### src/rtl/nes_pkg.sv
// Shared NES pad definitions: button bit positions and the poll sequencer state encoding.
package nes_pkg;

  localparam int BTN_A      = 0;
  localparam int BTN_B      = 1;
  localparam int BTN_SELECT = 2;
  localparam int BTN_START  = 3;
  localparam int BTN_UP     = 4;
  localparam int BTN_DOWN   = 5;
  localparam int BTN_LEFT   = 6;
  localparam int BTN_RIGHT  = 7;

  typedef enum logic [2:0] {
    S_IDLE  = 3'd0,
    S_LATCH = 3'd1,
    S_LO    = 3'd2,
    S_HI    = 3'd3,
    S_DONE  = 3'd4
  } state_e;

endpackage

### src/rtl/nes_in_sync.sv
// Two-flop synchronizer for one asynchronous pad data line.
module nes_in_sync (
  input  logic clk,
  input  logic rst,
  input  logic d,
  output logic q
);

  logic [1:0] sync_q, sync_d;

  always_comb sync_d = {sync_q[0], d};

  always_ff @(posedge clk) begin
    if (rst) sync_q <= '0;
    else     sync_q <= sync_d;
  end

  assign q = sync_q[1];

endmodule

### src/rtl/nes_poll_sequencer.sv
// Request-driven poll of both NES pads: latch, 7 shift clocks, 8 samples per pad,
// then publish active-high buttons and press-edge masks with a one-cycle valid.
module nes_poll_sequencer
  import nes_pkg::*;
#(
  parameter int TICK_DIV = 600,
  parameter int CNT_W    = 12
) (
  input  logic       clk,
  input  logic       rst,
  input  logic       poll_req,
  input  logic       data1,
  input  logic       data2,
  output logic       latch,
  output logic       c_clk,
  output logic       poll_busy,
  output logic       valid,
  output logic [7:0] btn1,
  output logic [7:0] btn2,
  output logic [7:0] press1,
  output logic [7:0] press2
);

  logic s1, s2;

  nes_in_sync u_sync1 (.clk(clk), .rst(rst), .d(data1), .q(s1));
  nes_in_sync u_sync2 (.clk(clk), .rst(rst), .d(data2), .q(s2));

  state_e             state_q, state_d;
  logic [CNT_W-1:0]   cnt_q, cnt_d;
  logic [2:0]         bit_q, bit_d;
  logic               lat2_q, lat2_d;
  logic [7:0]         sr1_q, sr1_d, sr2_q, sr2_d;
  logic [7:0]         btn1_q, btn1_d, btn2_q, btn2_d;
  logic [7:0]         press1_q, press1_d, press2_q, press2_d;
  logic               valid_q, valid_d;
  logic               latch_q, latch_d;
  logic               c_clk_q, c_clk_d;
  logic               busy_q, busy_d;
  logic               tick_last;

  assign tick_last = (cnt_q == CNT_W'(TICK_DIV - 1));

  always_comb begin
    state_d  = state_q;
    cnt_d    = cnt_q + CNT_W'(1);
    bit_d    = bit_q;
    lat2_d   = lat2_q;
    sr1_d    = sr1_q;
    sr2_d    = sr2_q;
    btn1_d   = btn1_q;
    btn2_d   = btn2_q;
    press1_d = press1_q;
    press2_d = press2_q;
    valid_d  = 1'b0;

    case (state_q)
      S_IDLE: begin
        cnt_d = '0;
        if (poll_req) begin
          state_d = S_LATCH;
          lat2_d  = 1'b0;
        end
      end
      // Latch spans two ticks; lat2 marks the second one.
      S_LATCH: begin
        if (tick_last) begin
          cnt_d = '0;
          if (lat2_q) begin
            state_d = S_LO;
            bit_d   = 3'd0;
          end else begin
            lat2_d = 1'b1;
          end
        end
      end
      S_LO: begin
        if (tick_last) begin
          cnt_d        = '0;
          sr1_d[bit_q] = s1;
          sr2_d[bit_q] = s2;
          state_d      = (bit_q == 3'd7) ? S_DONE : S_HI;
        end
      end
      S_HI: begin
        if (tick_last) begin
          cnt_d   = '0;
          bit_d   = bit_q + 3'd1;
          state_d = S_LO;
        end
      end
      S_DONE: begin
        cnt_d    = '0;
        state_d  = S_IDLE;
        btn1_d   = ~sr1_q;
        btn2_d   = ~sr2_q;
        press1_d = ~sr1_q & ~btn1_q;
        press2_d = ~sr2_q & ~btn2_q;
        valid_d  = 1'b1;
      end
      default: begin
        state_d = S_IDLE;
        cnt_d   = '0;
      end
    endcase

    // Pin strobes follow the next state so they are clean flop outputs.
    latch_d = (state_d == S_LATCH);
    c_clk_d = (state_d == S_HI);
    busy_d  = (state_d != S_IDLE);
  end

  always_ff @(posedge clk) begin
    if (rst) begin
      state_q  <= S_IDLE;
      cnt_q    <= '0;
      bit_q    <= '0;
      lat2_q   <= 1'b0;
      sr1_q    <= '0;
      sr2_q    <= '0;
      btn1_q   <= '0;
      btn2_q   <= '0;
      press1_q <= '0;
      press2_q <= '0;
      valid_q  <= 1'b0;
      latch_q  <= 1'b0;
      c_clk_q  <= 1'b0;
      busy_q   <= 1'b0;
    end else begin
      state_q  <= state_d;
      cnt_q    <= cnt_d;
      bit_q    <= bit_d;
      lat2_q   <= lat2_d;
      sr1_q    <= sr1_d;
      sr2_q    <= sr2_d;
      btn1_q   <= btn1_d;
      btn2_q   <= btn2_d;
      press1_q <= press1_d;
      press2_q <= press2_d;
      valid_q  <= valid_d;
      latch_q  <= latch_d;
      c_clk_q  <= c_clk_d;
      busy_q   <= busy_d;
    end
  end

  assign latch     = latch_q;
  assign c_clk     = c_clk_q;
  assign poll_busy = busy_q;
  assign valid     = valid_q;
  assign btn1      = btn1_q;
  assign btn2      = btn2_q;
  assign press1    = press1_q;
  assign press2    = press2_q;

endmodule

### config.mk
export PLATFORM = sky130hd
export DESIGN_NAME = nes_poll_sequencer
export DESIGN_NICKNAME = d
export VERILOG_FILES = /design/src/rtl/nes_pkg.sv /design/src/rtl/nes_in_sync.sv /design/src/rtl/nes_poll_sequencer.sv
export SDC_FILE = /design/constraint.sdc
export NUM_CORES = 1
export LEC_CHECK = 0
export CAP_MARGIN = 20
export CORE_ASPECT_RATIO = 1.2
export CORE_MARGIN = 4
export CORE_UTILIZATION = 60
export CTS_BUF_LIST = sky130_fd_sc_hd__clkbuf_4
export DETAILED_ROUTE_END_ITERATION = 10
export PLACE_DENSITY = 0.87
export SYNTH_ARGS = -nofsm -noshare
export SYNTH_HDL_FRONTEND = slang
export SYNTH_SLANG_ARGS = --single-unit
### constraint.sdc
create_clock -name clk -period 5.32 [get_ports clk]
set_input_delay 0.532 -clock clk [delete_from_list [all_inputs] [get_ports clk]]
set_output_delay 0.532 -clock clk [all_outputs]
set_load 0.1 [all_outputs]
==> run summary, run 1 <==
Flow results.

- The run finished with clean final reports.
- Compared with the post-synthesis result, the final layout area differs by 16.9%.
- In the Yosys report the total cell count is 315.
- The instance tally after logic synthesis is 315.
- For flop-to-flop paths, the worst setup slack is 3.16 ns.
- The total length of routed met2 wires is 2580 um.
- The cell sequence reported for the critical path is clkdlybuf4s50_1.
- Per the OpenROAD power report, switching power amounts to 0.204 mW.
- The longest clock path from root to sink contains 2 buffers.
- Leaving out the clock tree, the finished layout contains an inverter count of 6.
- In this run the number of H-tree levels came out at 3.
- The largest part of the power goes to registers.
- The startpoint type of the worst setup path is a flop.
- The fmax is 407 MHz.
- The worst hold-check slack is 0.449 ns.
- Per the final timing report, the hold violations number 0.
- The met2 routing resource usage after global routing is 32.5%.
- The total of flip-flops plus latches after synthesis is 75.
- The biggest slice of the area belongs to registers.
- In this run the core area contains 27 standard-cell rows.
- The vertical die dimension is 84.4 um.
- By area the synthesized netlist is led by sky130_fd_sc_hd__dfxtp_1 52%, sky130_fd_sc_hd__mux2i_1 5.5%, sky130_fd_sc_hd__nor2_1 4.2%.
- The critical-path maximum fanout is 3.
- In this design, the largest share of critical-path delay is due to buffers and inverters.
- The synthesized netlist has a Yosys-reported chip area of 2920 um2.
- Net switching is 22.9% of the power.
- TritonRoute output was used to compute an average wire per cell of 12.8 um.
- The clock tree cell share of total cell area is 3.12%.
- The global routing report lists combined usage of all routing layers as 19.0%.
- The DRC violation count after routing is 0.
- The largest net degree at the start of global routing is 63.
- The placement report lists the number of port buffers as 40.
- The most used routing layer is met2.
- Ranked by flip-flop count, first place goes to cnt_q.
- Registers are responsible for 63.9% of the overall power.
- Per the synthesis report, the single largest cell type by area occupies 51.5% of cell area.
- The final global-route overflow total is 0.
- The combinational gate area is 1310 um2.
- The finished layout reports a core utilization of 73.1%.
- According to the I/O placement log, the pin count is 41.
- Signal routing reaches up to met4.
- The number of global-route vias before repair is 2071.
- The count of cells resized by post-cts repair is 0.
- The total leakage power is 1.19 nW.
- The number of antenna violations at the first check in global routing was 0.
- The share of the core area taken by cells at floorplan is 62.5%.
- Summing every instance area after synthesis gives 2920 um2.
- The buffer count excluding the clock tree in the final layout is 40.
- For this run, global-route usage on met3 was measured as 3.59%.
- The combinational power reported by the tool is 0.0384 mW.
- According to the timing report, the data required time at the worst endpoint equals 4.79 ns.
- The number of clock buffers added by TritonCTS is 9.
- Once detailed placement completed, the half-perimeter wirelength came to 3680 um.
- The storage element area is 1500 um2.
- The layout buffering overhead excluding clock cells is 11.6%.
- The core footprint is 4660 um2.
- The post-CTS setup buffer count is 0.
- OpenROAD emitted warnings numbering 26.
- The measured slew at the worst slew-check pin is 1.00 ns.
- Looking at the cell usage after synthesis, the top flip-flop cell is sky130_fd_sc_hd__dfxtp_1.
- For the sequential group, total power comes out at 0.569 mW.
- The share of the final layout cell area in sequential cells is 44.1%.
- The number of distinct library cells after synthesis is 38.
- The max-capacitance violation count is 0.
- The sequential area share after synthesis is 51.5%.
- Once routing completed, OpenROAD measured the worst setup slack at 2.87 ns.
- The most common cell in the synthesized netlist is sky130_fd_sc_hd__dfxtp_1.
-- run 1: cells by family after synthesis --
group                    count (synthesis)  synth area share (%)
buffers and inverters                   27                  3.56
AND-OR/OR-AND                           49                  10.9
multiplexers                            16                  5.49
flip-flops                              75                  51.5
AND/OR/NAND/NOR                        135                  24.2
XOR/XNOR                                10                  3.00
adder cells (fa/ha/maj)                  3                  1.29
-- run 1: final timing paths --
check	cells past startpoint	from	end
max	1	btn1[0]$_SDFFE_PP0P_	btn1[0]
max reg2reg	4	cnt_q[6]$_SDFF_PP0_	cnt_q[8]$_SDFF_PP0_
min reg2reg	1	u_sync2.sync_q[0]$_SDFF_PP0_	u_sync2.sync_q[1]$_SDFF_PP0_
min	1	u_sync2.sync_q[0]$_SDFF_PP0_	u_sync2.sync_q[1]$_SDFF_PP0_
==> run_1/clocks.png <==
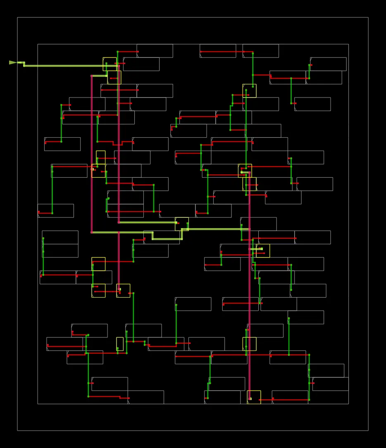
reported clock group power: 0.282 mW
number of clock sinks seen by CTS: 75
CLK BUF: 12
source-to-sink clock delay at the later pin of the worst-skew pair: 0.41 ns
Flop Count: 75

==> run_1/clk_routes.png <==
(6 px per um)
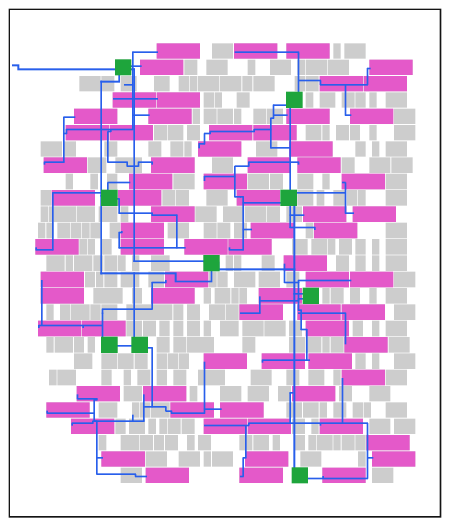
flip-flops: in magenta, count 75. clock drivers: in green, count 9. clock wires: in blue, length 762 um.
Position of the flops: all over the die. There are 10 routed clock nets.
clock share of power: 31.8%
Layout Skew: 0.0153 ns

==> run_1/logic_types.png <==
(3 px per um)
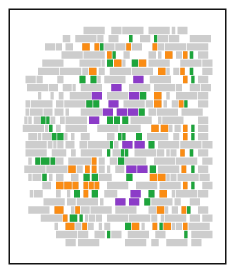
inverting AOI/OAI gates: in orange, cells 48. multiplexers: in purple, cells 16. NAND gates: in green, cells 57.
Final Non-Filler Cells: 407
most frequent logic cell in the layout: sky130_fd_sc_hd__dfxtp_1
logic share of the area: 38.4%

==> run_1/layer_met3.png <==
(6 px per um)
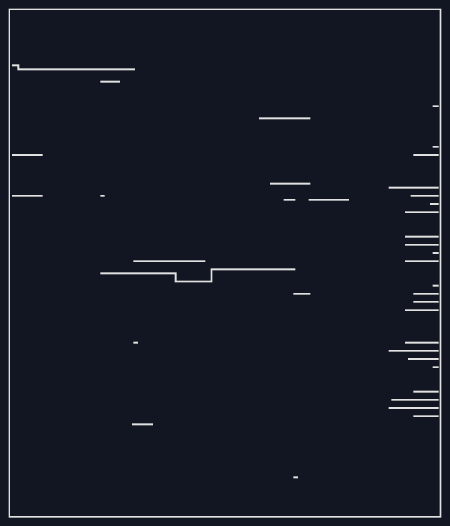

==> run 2, diff against run 1 <==
- CORE_UTILIZATION: 60 -> 56
- PLACE_DENSITY: 0.87 -> 0.82
- clock period: 5.32 -> 2.6 ns (I/O delays scaled with it)
==> run_2/layer_met3.png <==
(6 px per um)
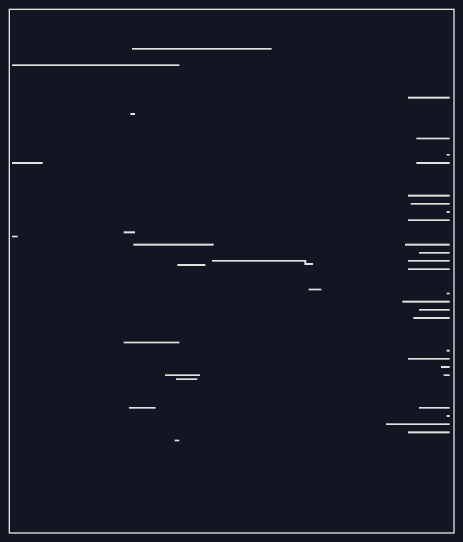
The layer holds 4.1% of the routed length. The longest straight run is 27.6 um. The wires run mostly horizontal. 31 nets have wire on it. The layer carries 228 um of wire.
global routing met3 resource utilization: 6.24%
routed wire length: 5530 um

==> run 2 against run 1 <==
Against the previous run:
- highest routed layer unchanged
- via count grew 2.0%
- sequential power rose by 100%
- core utilization shrank 4.8 points
- clock power rose to 2.8 times the previous value
- non-clock buffer count rose by 3
- worst setup slack worse by 2.4 ns
- synthesized area unchanged
==> run summary, run 2 <==
Flow results.

- The clock tree cell share of total cell area is 4.71% (+1.6 points).
- The number of standard cells reported by yosys is 315 (unchanged).
- The depth of the CTS H-tree is 3 (unchanged).
- The launch point of the worst reg-to-reg path is cnt_q[6]$_SDFF_PP0_.
- The share of the core filled with cells is 68.3% (-4.8 points).
- The number of distinct library cells after synthesis was 38 (unchanged).
- The cell count of the worst reg-to-reg path is 4 (unchanged).
- Per the run report, area growth between synthesis and finish was 16.5%.
- The net switching fraction of the power is 22.5% (-0.38 points).
- The largest part of the power goes to registers.
- The cell count along the critical path is 4 (+3).
- The clock tree skew after final layout is 0.0138 ns (-0.00151 ns).
- Grouping stages by cell kind, the critical path spends the most delay in simple AND/OR/NAND/NOR gates.
- The number of antenna violations at the first check in global routing is 0 (unchanged).
- The core footprint was 4970 um2 (+6.7%).
- The adder and majority gate portion of the synthesized area is 1.29% (unchanged).
- The portion of total power attributed to sequential cells is 57.4% (-6.5 points).
- The combinational gate area is 1310 um2 (unchanged).
- The fmax is 461 MHz.
- Following the worst setup path forward leads to its endpoint at c_clk$_SDFF_PP0_.
- The reg-to-reg setup timing slack is 0.43 ns (-2.73 ns).
- The main area contributors are sky130_fd_sc_hd__dfxtp_1 52%, sky130_fd_sc_hd__mux2i_1 5.5%, sky130_fd_sc_hd__nor2_1 4.2%.
- The measured slew at the worst slew-check pin is 0.876 ns (-0.128 ns).
- The tally of buffers added on design ports was 40 (unchanged).
- The proportion of power drawn by the clock network was 38.7% (+6.9 points).
- The layout clock buffer count was 9 (-3).
- The power attributed to sequential cells is 1.16 mW (+100%).
- The count of inverters not on the clock network in the layout is 6 (unchanged).
- The clock sink count is 75 (unchanged).
- The clock latency at the later pin of the worst-skew pair was 0.41 ns (about the same).
- The final setup slack of the worst path is 0.433 ns (-2.43 ns).
- Listed in order, past its start point the critical path passes or4b_4 -> or3_1 -> o311ai_0 -> a21oi_1.
- The layout buffering overhead excluding clock cells is 9.65% (-2.0 points).
- The most used routing layer is met2.
- The vertical die dimension is 87.0 um (+3.2%).
- The total standard cell area after synthesis is 2920 um2 (unchanged).
- The total leakage power is 1.30 nW (+8.9%).
- The buffer count excluding the clock tree in the final layout is 43 (+7.5%).
- The max-capacitance violation count is 0 (unchanged).
- The startpoint type of the worst setup path is a flop.
- The most used flip-flop cell after synthesis is sky130_fd_sc_hd__dfxtp_1.
- The number of warning messages in the logs is 26 (unchanged).
- The combinational cell power is 0.0786 mW (+100%).
- The count of standard-cell rows is 28 (+3.7%).
- The I/O pin count is 41 (unchanged).
- The basic-gate share of the synthesized area counting and, or, nand and nor cells came to 24.2% (unchanged).
- The total length of routed met2 wires is 2810 um (+8.7%).
- The critical path starts at cnt_q[6]$_SDFF_PP0_.
- The flow ran to the end, and the final reports show no timing, DRC or antenna violations.
- Checking max transition, the worst relative margin is 41.4%.
- The power of the clock network is 0.784 mW (+180%).
- The TritonCTS buffer count came to 9 (unchanged).
- The net load switching power came to 0.456 mW (+120%).
- The data required time of the worst path came to 2.87 ns (-1.92 ns).
- The capture instance of the worst register-to-register path is c_clk$_SDFF_PP0_.
- The post-CTS setup buffer count is 0 (unchanged).
- The proportion of netlist area held by the largest area contributor is 51.5% (unchanged).
- For reference, the top logic cell family by area is simple AND/OR/NAND/NOR gates.
- The buffer levels on the longest clock path came to 2 (unchanged).
- The sequential area share after synthesis was 51.5% (unchanged).
- The worst hold-check slack is 0.306 ns (-0.143 ns).
- The largest net degree at the start of global routing is 34 (-46%).
- The storage element area was 1500 um2 (unchanged).
- The cell class with the largest area share is registers.
- The AND-OR/OR-AND share of the synthesized area was 10.9% (unchanged).
- The DRC violation count after routing is 0 (unchanged).
- The area fraction in xor and xnor cells is 3.00% (unchanged).
- The met2 routing resource usage after global routing is 31.5% (-1.1 points).
- The number of global-route vias before repair is 2080 (+0.43%).
- The count of cells along the worst hold path is 2 (+1).
- The number of standard cells in the final layout excluding fillers is 413 (+1.5%).
- The final global-route overflow total is 0 (unchanged).
==> run 2: worst min path at each step <==
stage,from,end,slack [ns]
global placement,u_sync2.sync_q[0]$_SDFF_PP0_,u_sync2.sync_q[1]$_SDFF_PP0_,0.42
floorplan,data1,u_sync1.sync_q[0]$_SDFF_PP0_,0.39
CTS,rst,u_sync2.sync_q[0]$_SDFF_PP0_,0.29
finish,rst,u_sync2.sync_q[0]$_SDFF_PP0_,0.31
detailed placement,u_sync1.sync_q[0]$_SDFF_PP0_,u_sync1.sync_q[1]$_SDFF_PP0_,0.43
global route,rst,u_sync2.sync_q[0]$_SDFF_PP0_,0.28
Power figures rest on the tool's default switching activity, not on a simulated workload.
